### config.mk
export PLATFORM = sky130hd
export DESIGN_NAME = light_drv
export DESIGN_NICKNAME = d
export VERILOG_FILES = /design/src/rtl/light_drv_pkg.sv /design/src/rtl/light_drv_seg7_dec.sv /design/src/rtl/light_drv.sv
export SDC_FILE = /design/constraint.sdc
export NUM_CORES = 1
export LEC_CHECK = 0
export ABC_AREA = 1
export CAP_MARGIN = 30
export CELL_PAD_IN_SITES_DETAIL_PLACEMENT = 0
export CELL_PAD_IN_SITES_GLOBAL_PLACEMENT = 1
export CORE_ASPECT_RATIO = 0.75
export CORE_MARGIN = 3
export CORE_UTILIZATION = 37
export DETAILED_ROUTE_END_ITERATION = 6
export HOLD_SLACK_MARGIN = 0.12
export PLACE_DENSITY_LB_ADDON = 0.1
export SLEW_MARGIN = 20
export SYNTH_ARGS = -nofsm -noshare
export SYNTH_HDL_FRONTEND = slang
export SYNTH_HIERARCHICAL = 1
export SYNTH_SLANG_ARGS = --single-unit
### constraint.sdc
create_clock -name clk -period 1.8 [get_ports clk]
set_clock_uncertainty 0.15 [all_clocks]
set_input_delay 0.36 -clock clk [delete_from_list [all_inputs] [get_ports clk]]
set_output_delay 0.36 -clock clk [all_outputs]
set_load 0.02 [all_outputs]
### src/rtl/light_drv_pkg.sv
// Shared definitions for the traffic-phase counter and its lamp/display driver.
// Phase boundaries live here so that the producer and the consumer agree on them.
package light_drv_pkg;

  typedef enum logic [1:0] {
    PH_NS_G = 2'd0,
    PH_NS_Y = 2'd1,
    PH_EW_G = 2'd2,
    PH_EW_Y = 2'd3
  } phase_t;

  typedef enum logic {
    MODE_RUN   = 1'b0,
    MODE_FAULT = 1'b1
  } mode_t;

  // First count value of each later phase; Q_TURN is the turnaround count
  localparam int Q_NS_Y_BEGIN = 40;
  localparam int Q_EW_G_BEGIN = 45;
  localparam int Q_EW_Y_BEGIN = 65;
  localparam int Q_TURN       = 70;

  // Lamp heads as {red, yellow, green}
  localparam logic [2:0] RED = 3'b100;
  localparam logic [2:0] YEL = 3'b010;
  localparam logic [2:0] GRN = 3'b001;
  localparam logic [2:0] OFF = 3'b000;

  // Segments as {g,f,e,d,c,b,a}, active-high
  localparam logic [6:0] SEG_DASH  = 7'b1000000;
  localparam logic [6:0] SEG_BLANK = 7'b0000000;

endpackage

### src/rtl/light_drv_seg7_dec.sv
// BCD digit to 7-segment pattern, {g,f,e,d,c,b,a} active-high.
// Codes above 9 are never produced by the driver and show blank.
module seg7_dec
  import light_drv_pkg::*;
(
  input  logic [3:0] bcd,
  output logic [6:0] seg
);

  // Straight lookup of the segment pattern for one digit
  always_comb begin
    seg = SEG_BLANK;
    case (bcd)
      4'd0: seg = 7'b0111111;
      4'd1: seg = 7'b0000110;
      4'd2: seg = 7'b1011011;
      4'd3: seg = 7'b1001111;
      4'd4: seg = 7'b1100110;
      4'd5: seg = 7'b1101101;
      4'd6: seg = 7'b1111101;
      4'd7: seg = 7'b0000111;
      4'd8: seg = 7'b1111111;
      4'd9: seg = 7'b1101111;
      default: seg = SEG_BLANK;
    endcase
  end

endmodule

### src/rtl/light_drv.sv
// Lamp and countdown-display driver fed by the traffic-phase counter.
// Watches the count/phase stream for illegal sequences and drops into a
// flashing-yellow safe mode until the counter resynchronises at count 0.
module light_drv
  import light_drv_pkg::*;
#(
  parameter int DW        = 7,
  parameter int BLINK_DIV = 25,
  parameter int SCAN_DIV  = 4
) (
  input  logic          clk,
  input  logic          rst_n,
  input  logic [DW-1:0] qout,
  input  logic [1:0]    state,
  output logic [2:0]    ns_light,
  output logic [2:0]    ew_light,
  output logic [DW-1:0] remain,
  output logic [6:0]    seg,
  output logic [1:0]    an,
  output logic          fault
);

  localparam int BW = (BLINK_DIV > 1) ? $clog2(BLINK_DIV) : 1;
  localparam int SW = (SCAN_DIV > 1) ? $clog2(SCAN_DIV) : 1;

  localparam logic [DW-1:0] B_NS_Y = DW'(Q_NS_Y_BEGIN);
  localparam logic [DW-1:0] B_EW_G = DW'(Q_EW_G_BEGIN);
  localparam logic [DW-1:0] B_EW_Y = DW'(Q_EW_Y_BEGIN);
  localparam logic [DW-1:0] B_TURN = DW'(Q_TURN);

  mode_t         mode, mode_next;
  logic [DW-1:0] prev_q;
  logic          prev_vld;
  logic [BW-1:0] blink_cnt, blink_cnt_next;
  logic          blink, blink_next;
  logic [SW-1:0] scan_cnt, scan_cnt_next;
  logic [1:0]    an_next;

  phase_t        exp_state;
  logic [DW-1:0] phase_end;
  logic [2:0]    ns_run, ew_run;
  logic [DW:0]   prev_inc;
  logic          seq_ok, viol, resync, fault_entry;
  logic [DW-1:0] remain_calc;
  logic [3:0]    tens, ones;
  logic [6:0]    seg_tens, seg_ones, seg_run;

  // Decode the count into its expected phase code, phase end and RUN lamps
  always_comb begin
    exp_state = PH_NS_G;
    phase_end = B_TURN;
    ns_run    = RED;
    ew_run    = YEL;
    if (qout < B_NS_Y) begin
      exp_state = PH_NS_G; phase_end = B_NS_Y; ns_run = GRN; ew_run = RED;
    end else if (qout < B_EW_G) begin
      exp_state = PH_NS_Y; phase_end = B_EW_G; ns_run = YEL; ew_run = RED;
    end else if (qout < B_EW_Y) begin
      exp_state = PH_EW_G; phase_end = B_EW_Y; ns_run = RED; ew_run = GRN;
    end else if (qout < B_TURN) begin
      exp_state = PH_EW_Y; phase_end = B_TURN; ns_run = RED; ew_run = YEL;
    end
  end

  // Sequence monitor; the increment is one bit wider so a count cannot wrap into legality
  always_comb begin
    prev_inc    = {1'b0, prev_q} + (DW+1)'(1);
    seq_ok      = ({1'b0, qout} == prev_inc) || ((prev_q == B_TURN) && (qout == '0));
    viol        = (state != exp_state) || (qout > B_TURN) || (prev_vld && !seq_ok);
    resync      = (qout == '0) && (state == PH_NS_G) && !viol;
    fault_entry = (mode == MODE_RUN) && viol;
    mode_next   = mode;
    if (viol)
      mode_next = MODE_FAULT;
    else if ((mode == MODE_FAULT) && resync)
      mode_next = MODE_RUN;
  end

  // Blink and scan dividers; blink restarts lit whenever safe mode is entered
  always_comb begin
    blink_cnt_next = blink_cnt + BW'(1);
    blink_next     = blink;
    if (fault_entry) begin
      blink_cnt_next = '0;
      blink_next     = 1'b1;
    end else if (blink_cnt == BW'(BLINK_DIV - 1)) begin
      blink_cnt_next = '0;
      blink_next     = ~blink;
    end
    scan_cnt_next = scan_cnt + SW'(1);
    an_next       = an;
    if (scan_cnt == SW'(SCAN_DIV - 1)) begin
      scan_cnt_next = '0;
      an_next       = ~an;
    end
  end

  // Countdown value split into tens and ones for the display
  always_comb begin
    remain_calc = phase_end - qout;
    tens        = 4'd0;
    ones        = 4'(remain_calc);
    if (remain_calc >= DW'(40)) begin
      tens = 4'd4; ones = 4'(remain_calc - DW'(40));
    end else if (remain_calc >= DW'(30)) begin
      tens = 4'd3; ones = 4'(remain_calc - DW'(30));
    end else if (remain_calc >= DW'(20)) begin
      tens = 4'd2; ones = 4'(remain_calc - DW'(20));
    end else if (remain_calc >= DW'(10)) begin
      tens = 4'd1; ones = 4'(remain_calc - DW'(10));
    end
  end

  seg7_dec u_tens (.bcd(tens), .seg(seg_tens));
  seg7_dec u_ones (.bcd(ones), .seg(seg_ones));

  // Pick the digit for the slot that becomes active this edge; leading zero blanked
  always_comb begin
    seg_run = seg_ones;
    if (an_next[1])
      seg_run = (tens == 4'd0) ? SEG_BLANK : seg_tens;
  end

  // Mode FSM, monitor history, dividers and all registered outputs
  always_ff @(posedge clk or negedge rst_n) begin
    if (!rst_n) begin
      mode      <= MODE_RUN;
      prev_q    <= '0;
      prev_vld  <= 1'b0;
      blink_cnt <= '0;
      blink     <= 1'b1;
      scan_cnt  <= '0;
      an        <= 2'b01;
      ns_light  <= RED;
      ew_light  <= RED;
      remain    <= '0;
      seg       <= SEG_BLANK;
      fault     <= 1'b0;
    end else begin
      mode      <= mode_next;
      prev_q    <= qout;
      prev_vld  <= 1'b1;
      blink_cnt <= blink_cnt_next;
      blink     <= blink_next;
      scan_cnt  <= scan_cnt_next;
      an        <= an_next;
      if (mode_next == MODE_FAULT) begin
        ns_light <= blink_next ? YEL : OFF;
        ew_light <= blink_next ? YEL : OFF;
        remain   <= '0;
        seg      <= SEG_DASH;
        fault    <= 1'b1;
      end else begin
        ns_light <= ns_run;
        ew_light <= ew_run;
        remain   <= remain_calc;
        seg      <= seg_run;
        fault    <= 1'b0;
      end
    end
  end

endmodule

==> flow_metrics.py, run 1 <==
# Auto-generated metrics
metrics = {
    "status": {
        "status": "finished with violations",
        "violations": "negative setup slack",
    },
    "clocking": {
        "cts-buffers-inserted": 5,
        "h-tree-depth": 2,
    },
    "timing": {
        "rsz0062_at_grt": "true",
        "fin_setup_tns_ns": -16.41,
        "finalSetupViolations": 27,
        "hold_slack_ns": 0.161,
        "fin_ws_ns": -1.63,
        "hold_viol_final": 0,
    },
    "global_routing": {
        "grt.busiest_layer": "met2",
        "gr-total-overflow": 0,
    },
    "die": {
        "coreArea_mm2": 0.00740,
    },
    "place": {
        "place_inst": 595,
        "gp_congestion": 0.849,
        "dp_hpwl_mm": 5.75,
        "postPlaceCellArea_mm2": 0.00394,
    },
    "critical_path": {
        "critPathKind": "input pin to register",
        "cp_data_required_time_ns": 1.87,
    },
    "layout": {
        "comb_share_pct": 43.9,
        "most-common-layout-cells": "88 x buf_4, 86 x nand2_1, 37 x nand2_2, 36 x buf_6",
    },
    "synthesis": {
        "xor_area_share_pct": 4.62,
        "edf_count": 0,
        "synthArstFlopShare_pct": 100,
        "ys_sh_mux_pct": 0,
    },
    "routing": {
        "first_pass_iters": 4,
    },
    "min_path": {
        "hp-class": "input pin to register",
    },
}
## run 1: worst paths after layout
kind                              from      endpoint  cells after the start
min reg2reg                scan_cnt[0]   scan_cnt[0]                      1
min in group asynchronous        rst_n  blink_cnt[0]                      2
max reg2reg                  prev_q[0]     remain[6]                     10
max in group asynchronous        rst_n   ns_light[2]                      3
max                            qout[5]        seg[3]                     30
min                            qout[2]     prev_q[2]                      2
## run 1: where the power goes
part           switching [W]  total, W  internal, W
combinational        0.00113   0.00218      0.00106
sequential         0.0000698   0.00105     0.000985
clock               0.000316  0.000587     0.000271
## run 1: state kept, by name, summed over array words and instances, names as in the netlist
register and count:
prev_q 7, remain 7, seg 7, blink_cnt 5
ew_light 3, ns_light 3, an 2, scan_cnt 2
blink 1, fault 1, prev_vld 1
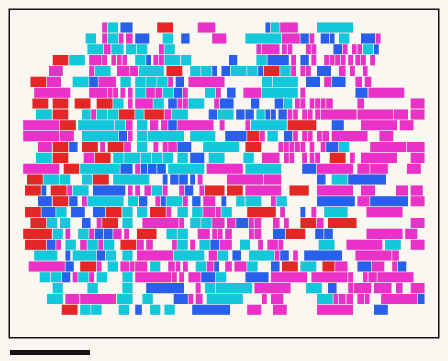
run_1/drive_strength.png
The bar under the picture is 20 um long.
- red: drive 6 and up (cells 48; share 8.7%; most used buf_6)
- blue: drive 2 (cells 99; share 18%; most used nand2_2)
- cyan: drive 3 to 4 (cells 144; share 26%; most used buf_4)
- magenta: drive 1 or less (cells 262; share 47%; most used nand2_1)
setup ws final: -1.63 ns
count of plain and timing-repair buffers: 158
Syn-to-layout area delta: 80.7%

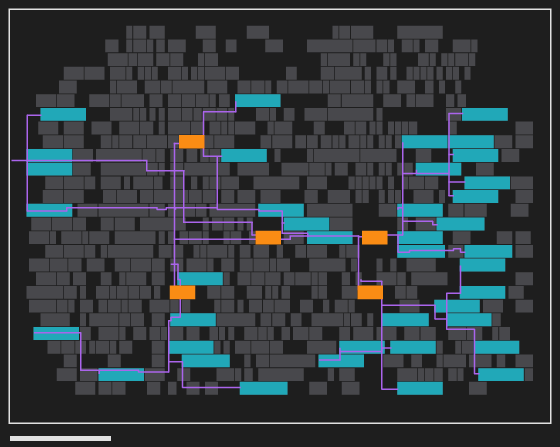
run_1/clock_map.png
The bar under the picture is 20 um long.
- cyan: flip-flops (count 39)
- orange: cells driving clock nets (count 5)
- purple: clock wires (length 519 um)
- routed clock nets: 6
Clock group: 0.000587 W
Clk Latency, worst-skew pair: 0.29 ns
clock share of power: 15.3%

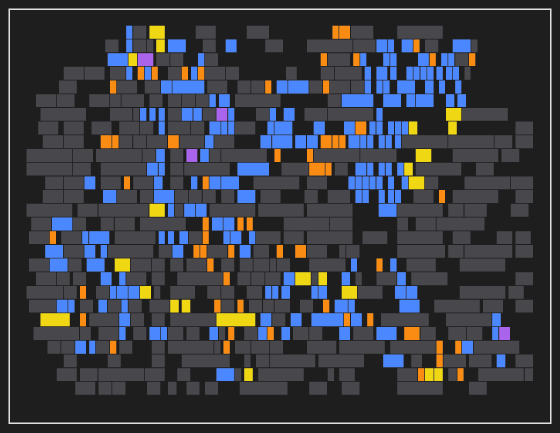
run_1/gate_families.png
- purple: AND and OR gates (cells 4)
- orange: inverters (cells 58)
- blue: NAND gates (cells 178)
- yellow: inverting AOI/OAI gates (cells 22)
Top cell excl fill/tap: buf_4
fin cells: 654

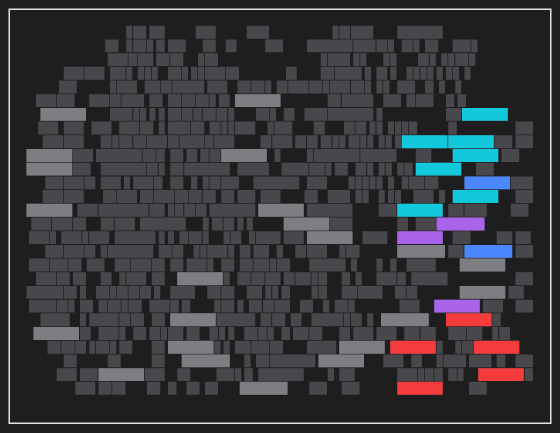
run_1/registers.png
Other sequential cells in the stronger gray, the rest of the logic in the fainter gray.
- purple: ns_light (placed flops 3)
- cyan: seg (placed flops 7)
- red: blink_cnt (placed flops 5; where south-east)
- blue: an (placed flops 2)
Util after Layout: 69.5%
seq pwr: 0.00105 W
Seq area share: 19.1%
Reg area: 983 um^2

==> run 1 -> run 2 <==
--- a/config.mk
+++ b/config.mk
@@ -12,6 +12,7 @@
 export CORE_ASPECT_RATIO = 0.75
 export CORE_MARGIN = 3
 export CORE_UTILIZATION = 37
+export CTS_CLUSTER_DIAMETER = 100
 export DETAILED_ROUTE_END_ITERATION = 6
 export HOLD_SLACK_MARGIN = 0.12
 export PLACE_DENSITY_LB_ADDON = 0.1
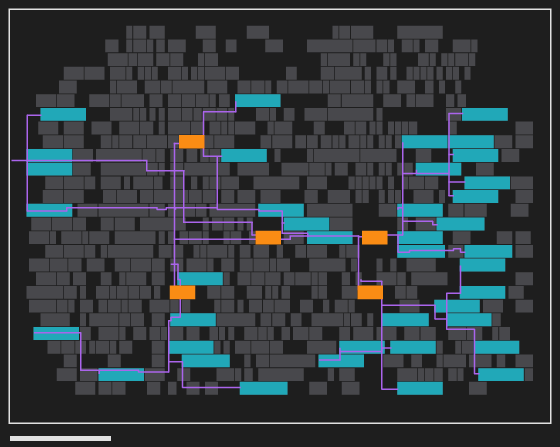
run_2/clock_map.png
The bar under the picture is 20 um long.
- orange: cells driving clock nets (count 5)
- cyan: flip-flops (count 39)
- purple: clock wires (length 519 um)
- routed clock nets: 6

==> run 2 against run 1 <==
Effect of this change: the flow still finishes with violations (negative setup slack); synthesized cell count is the same; sequential share of layout area is the same; clock power about the same; cell count is the same; utilization is the same; critical path type unchanged; non-clock buffer count stayed put; total power did not move; sequential power is essentially flat.
==> flow_metrics.py, run 2 <==
# Auto-generated metrics
metrics = {
    "critical_path": {
        "crit_cells": 30,
        "r2r-start": "prev_q[0]",
        "crit_start": "qout[5]",
        "worstRegToRegCells": 10,
        "cp_data_required_time_ns": 1.87,
        "r2r_end": "remain[6]",
        "cp-endpoint": "seg[3]",
        "critPathKind": "input pin to register",
        "start_kind": "input pin",
    },
    "timing": {
        "fin_ws_ns": -1.63,
        "finalSetupViolations": 27,
        "hold_slack_ns": 0.161,
        "hold_viol_final": 0,
        "fin_setup_tns_ns": -16.41,
        "maxSlewViolCount": 0,
        "rsz0062_at_grt": "true",
    },
    "global_routing": {
        "grt_pass1_wl_mm": 12.9,
        "gr-total-overflow": 0,
        "grt.busiest_layer": "met2",
        "grt_use_met1_pct": 26.0,
    },
    "layout": {
        "most-common-layout-cells": "88 x buf_4, 86 x nand2_1, 37 x nand2_2, 36 x buf_6",
        "syn2layout_area_growth_pct": 80.7,
        "fin_util_pct": 69.5,
        "stdcell_count": 654,
        "layout.nets": 591,
        "final_common_cell": "buf_4",
        "top_regs": "prev_q: 7 flops, remain: 7 flops, seg: 7 flops",
    },
    "synthesis": {
        "synthArstFlopShare_pct": 100,
        "ff_type": "dfrtp_1",
        "synth_chip_area_mm2": 0.00284,
        "edf_count": 0,
    },
    "place": {
        "place_inst": 595,
        "gp_congestion": 0.849,
        "postPlaceCellArea_mm2": 0.00394,
        "dp_hpwl_mm": 5.75,
    },
    "min_path": {
        "hold-path-endpoint": "prev_q[2]",
        "hp-class": "input pin to register",
        "hold_start": "qout[2]",
        "holdPathStages": 2,
    },
    "status": {
        "violations": "negative setup slack",
        "status": "finished with violations",
    },
    "clocking": {
        "h-tree-depth": 2,
        "clock_latency_ns": 0.29,
        "clockRootBuffer": "clkbuf_8",
    },
    "routing": {
        "met1_length_mm": 4.16,
        "first_pass_iters": 4,
        "drt.antenna.violating_nets": 0,
    },
    "die": {
        "coreArea_mm2": 0.00740,
    },
    "flow_run": {
        "warnings": 45,
    },
}
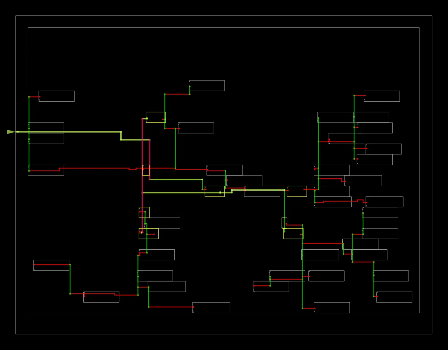
run_2/final_clocks.png
Clock buffer cells: 6
Sink Count: 39
CTS Buf Count: 5

==> run 2: cell families after synthesis <==
family,synth area share [%]
AND-OR/OR-AND,4.58
XOR/XNOR,4.62
adder cells (fa/ha/maj),12.6
buffers and inverters,8.49
flip-flops,34.5
other,0.264
AND/OR/NAND/NOR,35.0
==> run 2: cell type report <==
type | instances | area, um^2
clock buffer | 6 | 72.6
clock inverter | 2 | 12.5
fill | 566 | 2260
inverter | 58 | 243
multi-input combinational | 290 | 2260
sequential | 39 | 983
tap | 101 | 126
timing repair buffer | 158 | 1440
==> run 2: power by group <==
part | switching [W] | total [W] | internal (W) | leakage, nW
sequential | 0.0000698 | 0.00105 | 0.000985 | 0.478
clock | 0.000316 | 0.000587 | 0.000271 | 0.0412
combinational | 0.00113 | 0.00218 | 0.00106 | 2.06
Power and IR drop assume default switching activity.
